===== config.mk =====
export PLATFORM = sky130hd
export DESIGN_NAME = instr_fetch
export DESIGN_NICKNAME = d
export VERILOG_FILES = /design/src/rtl/instr_fetch_pkg.sv /design/src/rtl/fetch_fifo.sv /design/src/rtl/fetch_fifo_checker.sv /design/src/rtl/instr_fetch.sv
export SDC_FILE = /design/constraint.sdc
export NUM_CORES = 1
export LEC_CHECK = 0
export ABC_AREA = 1
export CORE_MARGIN = 2
export CORE_UTILIZATION = 35
export DETAILED_ROUTE_END_ITERATION = 6
export PLACE_DENSITY = 0.62
export SLEW_MARGIN = 5
export SYNTH_ARGS = -nofsm -noshare
export SYNTH_HDL_FRONTEND = slang
export SYNTH_SLANG_ARGS = --single-unit
export TNS_END_PERCENT = 100

===== constraint.sdc =====
create_clock -name clk -period 3.7 [get_ports clk]
set_input_delay 0.74 -clock clk [delete_from_list [all_inputs] [get_ports clk]]
set_output_delay 0.74 -clock clk [all_outputs]
set_load 0.01 [all_outputs]

===== src/rtl/instr_fetch_pkg.sv =====
// Shared definitions for the instruction fetch stage: default widths and
// the read latency of the synchronous instruction memory.
package instr_fetch_pkg;

    localparam int ADDR_WIDTH_DEF   = 8;
    localparam int INSTR_WIDTH_DEF  = 32;
    localparam int DEPTH_DEF        = 2;
    localparam int MEM_READ_LATENCY = 1;

    // Width of a counter that must represent 0..depth inclusive.
    function automatic int count_width(input int depth);
        return $clog2(depth + 1);
    endfunction

endpackage


===== src/rtl/fetch_fifo.sv =====
// Small synchronous FIFO with first-word-fall-through head, used to buffer
// returned instruction words ({data, addr}) in front of the decoder.
module fetch_fifo
    import instr_fetch_pkg::*;
#(
    parameter int WIDTH = ADDR_WIDTH_DEF + INSTR_WIDTH_DEF,
    parameter int DEPTH = DEPTH_DEF,
    localparam int CNT_WIDTH = count_width(DEPTH)
) (
    input  logic                 clk,
    input  logic                 reset_n,
    input  logic                 clear,
    input  logic                 push,
    input  logic [WIDTH-1:0]     push_data,
    input  logic                 pop,
    output logic [WIDTH-1:0]     head,
    output logic [CNT_WIDTH-1:0] count,
    output logic                 full,
    output logic                 empty
);

    localparam int IDX_W = (DEPTH > 1) ? $clog2(DEPTH) : 1;

    logic [WIDTH-1:0]     mem_r [DEPTH];
    logic [IDX_W-1:0]     rd_ptr_r;
    logic [IDX_W-1:0]     wr_ptr_r;
    logic [CNT_WIDTH-1:0] count_r;
    logic                 push_ok_s;
    logic                 pop_ok_s;

    // Circular index advance that also works for non-power-of-two depths.
    function automatic logic [IDX_W-1:0] next_idx(input logic [IDX_W-1:0] idx);
        if (idx == IDX_W'(DEPTH - 1)) begin
            return {IDX_W{1'b0}};
        end else begin
            return idx + IDX_W'(1);
        end
    endfunction

    assign count = count_r;
    assign empty = (count_r == {CNT_WIDTH{1'b0}});
    assign full  = (count_r == CNT_WIDTH'(DEPTH));

    // Qualify requests; a write into a full buffer is dropped rather than corrupting state.
    always_comb begin
        push_ok_s = push && !full;
        pop_ok_s  = pop && !empty;
    end

    // Head word is zero whenever nothing valid is buffered.
    always_comb begin
        if (empty) begin
            head = {WIDTH{1'b0}};
        end else begin
            head = mem_r[rd_ptr_r];
        end
    end

    // Pointer and occupancy bookkeeping; clear empties the buffer in one cycle.
    always_ff @(posedge clk or negedge reset_n) begin
        if (!reset_n) begin
            rd_ptr_r <= {IDX_W{1'b0}};
            wr_ptr_r <= {IDX_W{1'b0}};
            count_r  <= {CNT_WIDTH{1'b0}};
        end else if (clear) begin
            rd_ptr_r <= {IDX_W{1'b0}};
            wr_ptr_r <= {IDX_W{1'b0}};
            count_r  <= {CNT_WIDTH{1'b0}};
        end else begin
            if (push_ok_s) begin
                wr_ptr_r <= next_idx(wr_ptr_r);
            end
            if (pop_ok_s) begin
                rd_ptr_r <= next_idx(rd_ptr_r);
            end
            case ({push_ok_s, pop_ok_s})
                2'b10:   count_r <= count_r + CNT_WIDTH'(1);
                2'b01:   count_r <= count_r - CNT_WIDTH'(1);
                default: count_r <= count_r;
            endcase
        end
    end

    // Storage array; contents need no reset since the head is masked when empty.
    always_ff @(posedge clk) begin
        if (push_ok_s && !clear) begin
            mem_r[wr_ptr_r] <= push_data;
        end
    end

endmodule


===== src/rtl/fetch_fifo_checker.sv =====
// Protocol checker for the fetch output buffer: a write must never land on a
// full buffer, because the issue rule reserves a slot for every read issued.
module fetch_fifo_checker (
    input logic clk,
    input logic reset_n,
    input logic push,
    input logic full
);

    push_on_full_a: assert property (@(posedge clk) disable iff (!reset_n) !(push && full));

endmodule


===== src/rtl/instr_fetch.sv =====
// Fetch stage: issues reads to the synchronous instruction memory at the
// current pointer, requests a pointer advance only after a read was issued,
// and buffers returned words for the decoder. A flush drops everything in
// flight and restarts at the jump target.
module instr_fetch
    import instr_fetch_pkg::*;
#(
    parameter int ADDR_WIDTH  = ADDR_WIDTH_DEF,
    parameter int INSTR_WIDTH = INSTR_WIDTH_DEF,
    parameter int DEPTH       = DEPTH_DEF
) (
    input  logic                   clk,
    input  logic                   reset_n,
    input  logic [ADDR_WIDTH-1:0]  ptr_in,
    output logic                   ptr_enable,
    input  logic                   flush,
    output logic                   mem_en,
    output logic [ADDR_WIDTH-1:0]  mem_addr,
    input  logic [INSTR_WIDTH-1:0] mem_data,
    output logic [INSTR_WIDTH-1:0] instr_out,
    output logic [ADDR_WIDTH-1:0]  instr_addr,
    output logic                   instr_valid,
    input  logic                   instr_ready
);

    localparam int CNT_WIDTH = count_width(DEPTH);
    localparam int OCC_WIDTH = CNT_WIDTH + 1;
    localparam int ENTRY_W   = INSTR_WIDTH + ADDR_WIDTH;

    logic                  inflight_r;
    logic [ADDR_WIDTH-1:0] addr_r;
    logic [CNT_WIDTH-1:0]  fifo_count_s;
    logic                  fifo_full_s;
    logic                  fifo_empty_s;
    logic [ENTRY_W-1:0]    fifo_head_s;
    logic                  pop_s;
    logic                  push_s;
    logic                  issue_s;
    logic [OCC_WIDTH-1:0]  occ_s;
    logic [OCC_WIDTH-1:0]  limit_s;

    // Issue a read whenever the buffer plus the outstanding read leaves room
    // after this cycle's pop; a flush empties everything so it always issues.
    always_comb begin
        pop_s   = !fifo_empty_s && instr_ready;
        push_s  = inflight_r && !flush;
        occ_s   = OCC_WIDTH'(fifo_count_s) + OCC_WIDTH'(inflight_r);
        limit_s = OCC_WIDTH'(DEPTH) + OCC_WIDTH'(pop_s);
        if (flush) begin
            issue_s = 1'b1;
        end else begin
            issue_s = (occ_s < limit_s);
        end
    end

    assign mem_en      = issue_s && reset_n;
    assign mem_addr    = ptr_in;
    assign instr_valid = !fifo_empty_s;
    assign instr_out   = fifo_head_s[ENTRY_W-1:ADDR_WIDTH];
    assign instr_addr  = fifo_head_s[ADDR_WIDTH-1:0];

    // Track the single outstanding memory read and request the pointer advance.
    always_ff @(posedge clk or negedge reset_n) begin
        if (!reset_n) begin
            inflight_r <= 1'b0;
            addr_r     <= {ADDR_WIDTH{1'b0}};
            ptr_enable <= 1'b0;
        end else begin
            inflight_r <= issue_s;
            addr_r     <= ptr_in;
            ptr_enable <= flush ? 1'b0 : issue_s;
        end
    end

    fetch_fifo #(
        .WIDTH (ENTRY_W),
        .DEPTH (DEPTH)
    ) u_fifo (
        .clk       (clk),
        .reset_n   (reset_n),
        .clear     (flush),
        .push      (push_s),
        .push_data ({mem_data, addr_r}),
        .pop       (pop_s),
        .head      (fifo_head_s),
        .count     (fifo_count_s),
        .full      (fifo_full_s),
        .empty     (fifo_empty_s)
    );

    fetch_fifo_checker u_fifo_chk (
        .clk     (clk),
        .reset_n (reset_n),
        .push    (push_s),
        .full    (fifo_full_s)
    );

endmodule


Fig. 1: run 1, placed cells, one colour a class
Scale: 4 px per um. Fill, decap, tap and diode cells in grey.
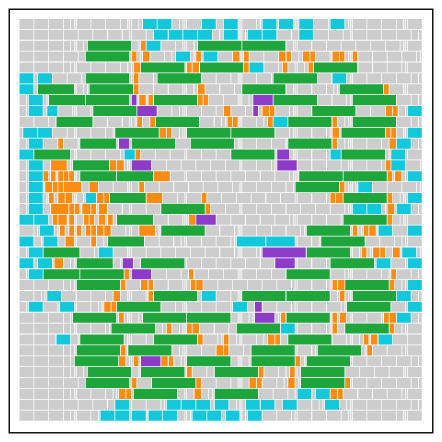
[purple] clock drivers and dummy loads | cells: 16 | share of their area: 4.0%
[cyan] remaining buffers and delay cells | cells: 100 | share of their area: 21%
[green] sequential cells | cells: 94 | share of their area: 59%
[orange] combinational and other logic | cells: 167 | share of their area: 16%
Seq area share: 0.5647
core footprint: 10,140 sq um

Fig. 2: run 1, routed clock nets over the placement
Scale: 6 px per um.
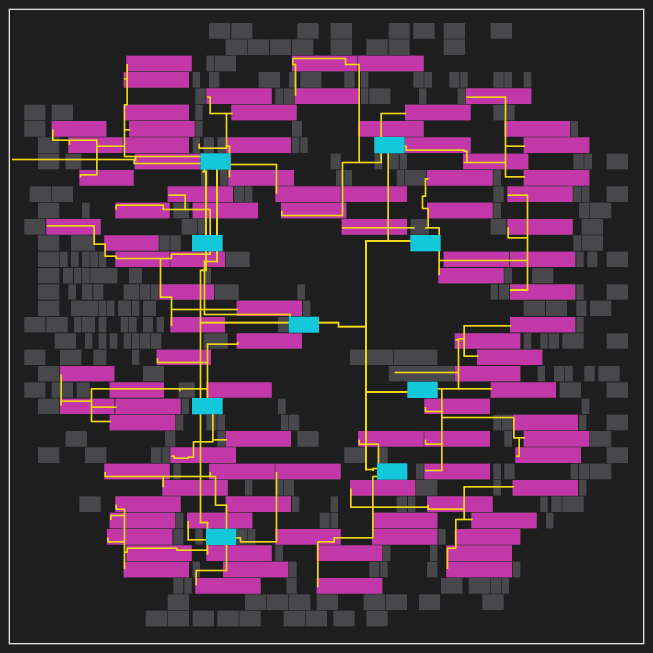
[cyan] clock drivers | count: 9
[magenta] flip-flops | count: 94
[yellow] clock wires | length: 1,010 um
routed clock nets: 10
Clk pwr share: 0.185
Clock Skew: 8.095 ps
Late-Pin Clk Latency: 350 ps

Fig. 3: run 1, close-up of the layout
Region (40, 40) to (65, 65) um. Cells in grey, sequential cells in the stronger grey; small squares are vias.
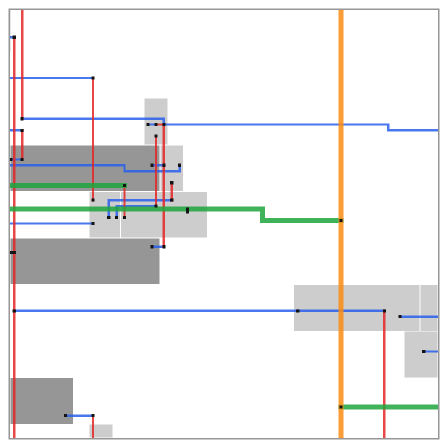
[green] metal 3
[orange] metal 4
[red] metal 2
[blue] metal 1
sequential cells in the window: 2
cells with their middle in the window: 7
netlist names of flops here include: u_fifo.mem_r (2)
most frequent: nand2_1 (2), edfxtp_1 (2)

==> results.tsv, run 1 <==
metric	value	unit
yosys_register_bits	94	
placed_area	4684	sq um
area_leaders	edfxtp_1 67%, dfrtp_1 9.7%, nand2_1 9.5%	
cts_hold_buf	0	
slew_violations	0	
power_density	724.4	nW/um^2
syn_area	3605	sq um
grt_max_degree	42	
seqPwrFrac	0.432	
crit-reg2reg-capture	u_fifo.mem_r[1][38]	
port_buffers	94	
row_count	37	
synth_nets	328	
max_freq	323.8	MHz
outcome	complete, no violations	
die_x	105.5	um
setup_violations	0	
hold_path_class	flop to flop	
ys_seq_share	0.7636	
tightest_slew	778.2	ps
drtIter0Drc	98	
post-dp-hpwl	4402	um
ys_cells	282	
place_congestion	0.7152	
hold_ws	449.7	ps
die_h	105.5	um
yosys_warnings	0	
combPwrFrac	0.383	
cts_buffers	9	
grt_usage	0.1330	
power_leakage	0.001766	uW
r2r_start	u_fifo.count[0]	
wl	7098	um
synth_cell_types	17	
first_pass_iters	4	
r2r_slack	1790	ps
ir_worst_vdd	0.3097	mV
yosysChipArea	3605	sq um
grt_overflow	0	
swShare	0.3309	
maxCapViolCount	0	
avgSynthCellArea	12.78	sq um
layout-drive-gt1-share	0.08488	
## run 1: per-stage QoR
stage,utilization,std cells,power (uW),worst slack (ps)
floorplan,-,282,2220,625.0
global route,0.4808,513,3757,450.8
detailed placement,0.4621,497,2930,723.6
global placement,0.4621,497,2911,739.0
CTS,0.4808,513,3578,560.4
finish,0.4808,513,3531,612.1
## run 1: worst min-delay path by stage
stage / endpoint / cells after the start / slack [ps]
6_report: u_fifo.mem_r[0][6] / 0 / 450
5_1_grt: u_fifo.mem_r[1][7] / 0 / 460
4_1_cts: u_fifo.mem_r[1][1] / 0 / 450
3_5_place_dp: u_fifo.mem_r[0][1] / 0 / 430
3_3_place_gp: u_fifo.mem_r[0][1] / 0 / 420
2_1_floorplan: u_fifo.mem_r[0][0] / 0 / 420
## run 1: area by class of cell
type                            instances  area, sq um
Tap cell                              136        170.2
Multi-Input combinational cell        157        713.2
Clock inverter                          6        62.56
Inverter                               10        37.54
Fill cell                             885         5264
Sequential cell                        94         2753
Clock buffer                           10        127.6
Timing Repair Buffer                  100         1011
## run 1: synthesized netlist by cell type, drive strengths merged
master	instances
nand3	4
o21ai	3
dfrtp	14
nand4	2
edfxtp	80
nor2	8
buf	20
inv	10
ha	2
a21oi	42
o21bai	1
nand2	95
clkbuf	1
## run 1: power groups by stage
stage	Clock, uW	Sequential, uW	Combinational (uW)
3_3_place_gp	0	1540	1370
3_5_place_dp	0	1550	1380
2_1_floorplan	0	1540	677
6_report	652	1530	1350
5_1_grt	714	1550	1490
4_1_cts	667	1530	1380
## run 1: cell families after synthesis
kind of cell             synth area share
AND/OR/NAND/NOR                    0.1191
flip-flops                         0.7636
AND-OR/OR-AND                     0.06560
buffers and inverters             0.04477
adder cells (fa/ha/maj)          0.006941
## run 1: flip-flops by register name, summed over array words and instances, names as in the netlist
| register | cells |
|---|---|
| u_fifo.mem_r | 80 |
| addr_r | 8 |
| u_fifo.count | 2 |
| inflight_r | 1 |
| ptr_enable | 1 |
| u_fifo.rd_ptr_r | 1 |
| u_fifo.wr_ptr_r | 1 |
## run 1: layer usage
layer | wire length (um) | global-route usage | part of all wire
met5 | 0 | 0 | 0
met4 | 130 | 0.06000 | 0.018
met1 | 3192 | 0.1788 | 0.45
met2 | 3425 | 0.2069 | 0.48
met3 | 351 | 0.02907 | 0.049
## run 1: worst max-delay path, cell delays in order, from the launching register on
cell             delay, ps
dfrtp_1                480
nor2_4                 640
buf_4                  320
a21oi_1                 70
clkdlybuf4s50_1        480
## run 1: cells in the final DEF, fill, tap and decap left out, drive strengths merged
master / n
clkdlybuf4s50: 94
buf: 6
dfrtp: 14
o21bai: 1
a21oi: 42
nand4: 2
nand3: 4
clkinvlp: 2
o21ai: 3
nand2: 95
clkbuf: 10
ha: 2
edfxtp: 80
clkinv: 3
nor2: 8
inv: 10
bufinv: 1
Fig. 4: run 1, clock wiring as the flow saved it
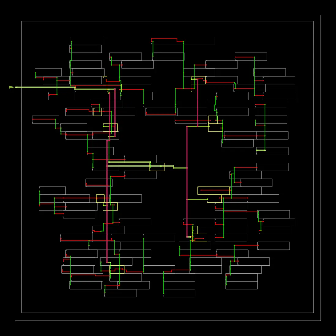

--- run 2 (diff from run 1) ---
--- a/config.mk
+++ b/config.mk
@@ -9,7 +9,7 @@
 export CORE_MARGIN = 2
 export CORE_UTILIZATION = 35
 export DETAILED_ROUTE_END_ITERATION = 6
-export PLACE_DENSITY = 0.62
+export PLACE_DENSITY = 0.64
 export SLEW_MARGIN = 5
 export SYNTH_ARGS = -nofsm -noshare
 export SYNTH_HDL_FRONTEND = slang
==> constraint.sdc (replaced) <==
create_clock -name clk -period 2.61 [get_ports clk]
set_input_delay 0.522 -clock clk [delete_from_list [all_inputs] [get_ports clk]]
set_output_delay 0.522 -clock clk [all_outputs]
set_load 0.01 [all_outputs]
Fig. 5: run 2, clock wiring as the flow saved it
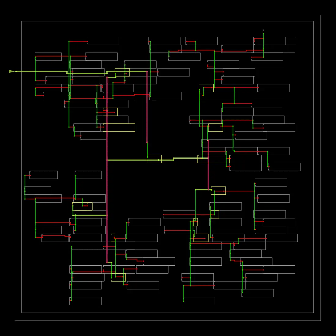
CTS buffer count: 9
clock buf count: 12
CTS Sinks: 94

==> run 2 against run 1 <==
Synthesized area unchanged. Combinational power up 46%. Synthesized cell count unchanged. Critical path depth grew 1. Die area unchanged. Non-clock buffer count increased by 5. Clock-buffer cell count grew 2. Power grew 45%. Worst setup slack worse by 440 ps. Largest cell class unchanged. Highest routed layer unchanged.
==> results.tsv, run 2 <==
metric	value	unit	change
outcome	complete, no violations		unchanged
syn_area	3605	sq um	unchanged
hold_path_class	flop to flop		unchanged
mux_share	0		unchanged
ys_cells	282		unchanged
drc	0		unchanged
synth_nets	328		unchanged
r2r_slack	1000	ps	was 1790 ps
ys_sh_simple	0.1191		unchanged
yosys_warnings	0		unchanged
die_area	11130	sq um	unchanged
most_common_cell	nand2_1		unchanged
num_antenna_cells	0		unchanged
clock_latency	360	ps	was 350 ps
synthArstFlopShare	0.1489		unchanged
regMostFlops	u_fifo.mem_r		unchanged
synth.logic.top_family	simple AND/OR/NAND/NOR gates		unchanged
port_buffers	94		unchanged
synthXorXnorAreaFrac	0		unchanged
largest_register_ffs	80		unchanged
ff_type	edfxtp_1		unchanged
grt_usage	0.1312		was 0.1330
ys_seq_share	0.7636		unchanged
grt_overflow	0		unchanged
htreeDepth	3		unchanged
ys_sh_adder	0.006942		unchanged
final_common_cell	clkdlybuf4s50_1		unchanged
crit-reg2reg-capture	u_fifo.mem_r[1][36]		was u_fifo.mem_r[1][38]
drtIter0Drc	114		was 98
grt_pass1_wl	11240	um	was 11,310 um
max_freq	410.9	MHz	
common_cells	91 x nand2_1, 80 x edfxtp_1, 42 x a21oi_1		unchanged
final_cell_mix	93 x clkdlybuf4s50_1, 91 x nand2_1, 80 x edfxtp_1		was 94 x clkdlybuf4s50_1, 91 x nand2_1, 80 x edfxtp_1
slew_violations	0		unchanged
edf_count	80		unchanged
worst_slack	176.5	ps	was 612.1 ps
power_density	1045	nW/um^2	was 724.4 nW/um^2
wl	7244	um	was 7098 um
die_h	105.5	um	unchanged
setup_violations	0		unchanged
layout-drive-gt1-share	0.09686		was 0.08488
first_pass_iters	4		unchanged
ys_sh_aoi	0.06560		unchanged
die_x	105.5	um	unchanged
fillers	880		was 885
place_congestion	0.7541		was 0.7152
maxCapViolCount	0		unchanged
post-dp-hpwl	4606	um	was 4402 um
ir_worst_vdd	0.6068	mV	was 0.3097 mV
yosys_register_bits	94		unchanged
tightest_slew	339.9	ps	was 778.2 ps
skew	10.30	ps	was 8.095 ps
cts_hold_buf	0		unchanged
r2r_start	u_fifo.count[0]		unchanged
dp_worst_setup_slack	75.50	ps	was 723.6 ps
synth_cell_types	17		unchanged
area_leaders	edfxtp_1 67%, dfrtp_1 9.7%, nand2_1 9.5%		unchanged
worstPathArrival	1910	ps	was 2350 ps
yosysChipArea	3605	sq um	unchanged
power_leakage	0.001801	uW	was 0.001766 uW
core_area	10140	sq um	unchanged
avgSynthCellArea	12.78	sq um	unchanged
grt_max_degree	42		unchanged
Fig. 6: run 2, placed cells, one colour a class
Scale: 4 px per um. Fill, decap, tap and diode cells in grey.
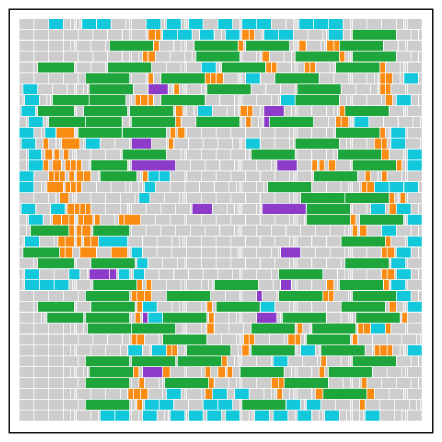
FP Rows: 37
Seq area share: 0.5601

-- run 2: worst max-delay path, cell delays in order, from the launching register on --
cell and delay [ps]:
dfrtp_1 410, inv_2 60, buf_4 270, nand2_1 80, a21oi_1 170, clkdlybuf4s50_1 560
-- run 2: per-layer routing --
metal / routed length [um] / GRT usage
met5: 0 / 0
met3: 318 / 0.03340
met2: 3748 / 0.2263
met4: 105 / 0.06000
met1: 3071 / 0.1534
-- run 2: power by group --
part / switching (uW) / leakage, uW / internal, uW
clock network: 468 / 0.000101 / 539
logic: 1080 / 0.000788 / 891
registers: 108 / 0.000912 / 2050
total: 1660 / 0.00180 / 3480
-- run 2: per-stage QoR --
stage | hold WS (ps) | std cells | area, sq um | utilization | total power (uW)
2_1_floorplan | 226.4 | 282 | 3605 | - | 3148
3_3_place_gp | 420.8 | 501 | 4702 | 0.4638 | 4142
3_5_place_dp | 430.4 | 501 | 4702 | 0.4638 | 4195
4_1_cts | 443.7 | 518 | 4917 | 0.4850 | 5212
5_1_grt | 444.6 | 518 | 4917 | 0.4850 | 5434
6_report | 444.1 | 518 | 4917 | 0.4850 | 5137
-- run 2: what timing repair did --
action,4_1_cts,5_1_grt
endpoints found under the setup margin,1,0
setup buffers,1,0
gates resized,2,0
-- run 2: cell families (layout without fill, tap and decap cells) --
family	after synthesis	count (layout)
simple gates	109	109
compound gates	46	46
flops	94	94
buf+inv	31	131
fa+ha+maj	2	2
-- run 2: cell type report --
type / count / area [sq um] / area share
flip-flops and latches: 94 / 2754 / 0.5601
repair buffers: 105 / 1035 / 0.2104
multi-input cells: 157 / 713.2 / 0.1450
well taps: 136 / 170.2 / 0.03461
clock buffers: 12 / 135.1 / 0.02748
clock inverters: 4 / 72.57 / 0.01476
inverters: 10 / 37.54 / 0.007634
-- run 2: how the worst min path moves through the flow --
stage / startpoint / to / slack, ps / cells after the start
finish: addr_r[0] / u_fifo.mem_r[1][0] / 440 / 0
floorplan: reset_n / addr_r[0] / 230 / 0
detailed placement: addr_r[0] / u_fifo.mem_r[1][0] / 430 / 0
global placement: addr_r[3] / u_fifo.mem_r[0][3] / 420 / 0
CTS: addr_r[0] / u_fifo.mem_r[1][0] / 440 / 0
global route: addr_r[0] / u_fifo.mem_r[1][0] / 440 / 0
Power and IR drop assume default switching activity.
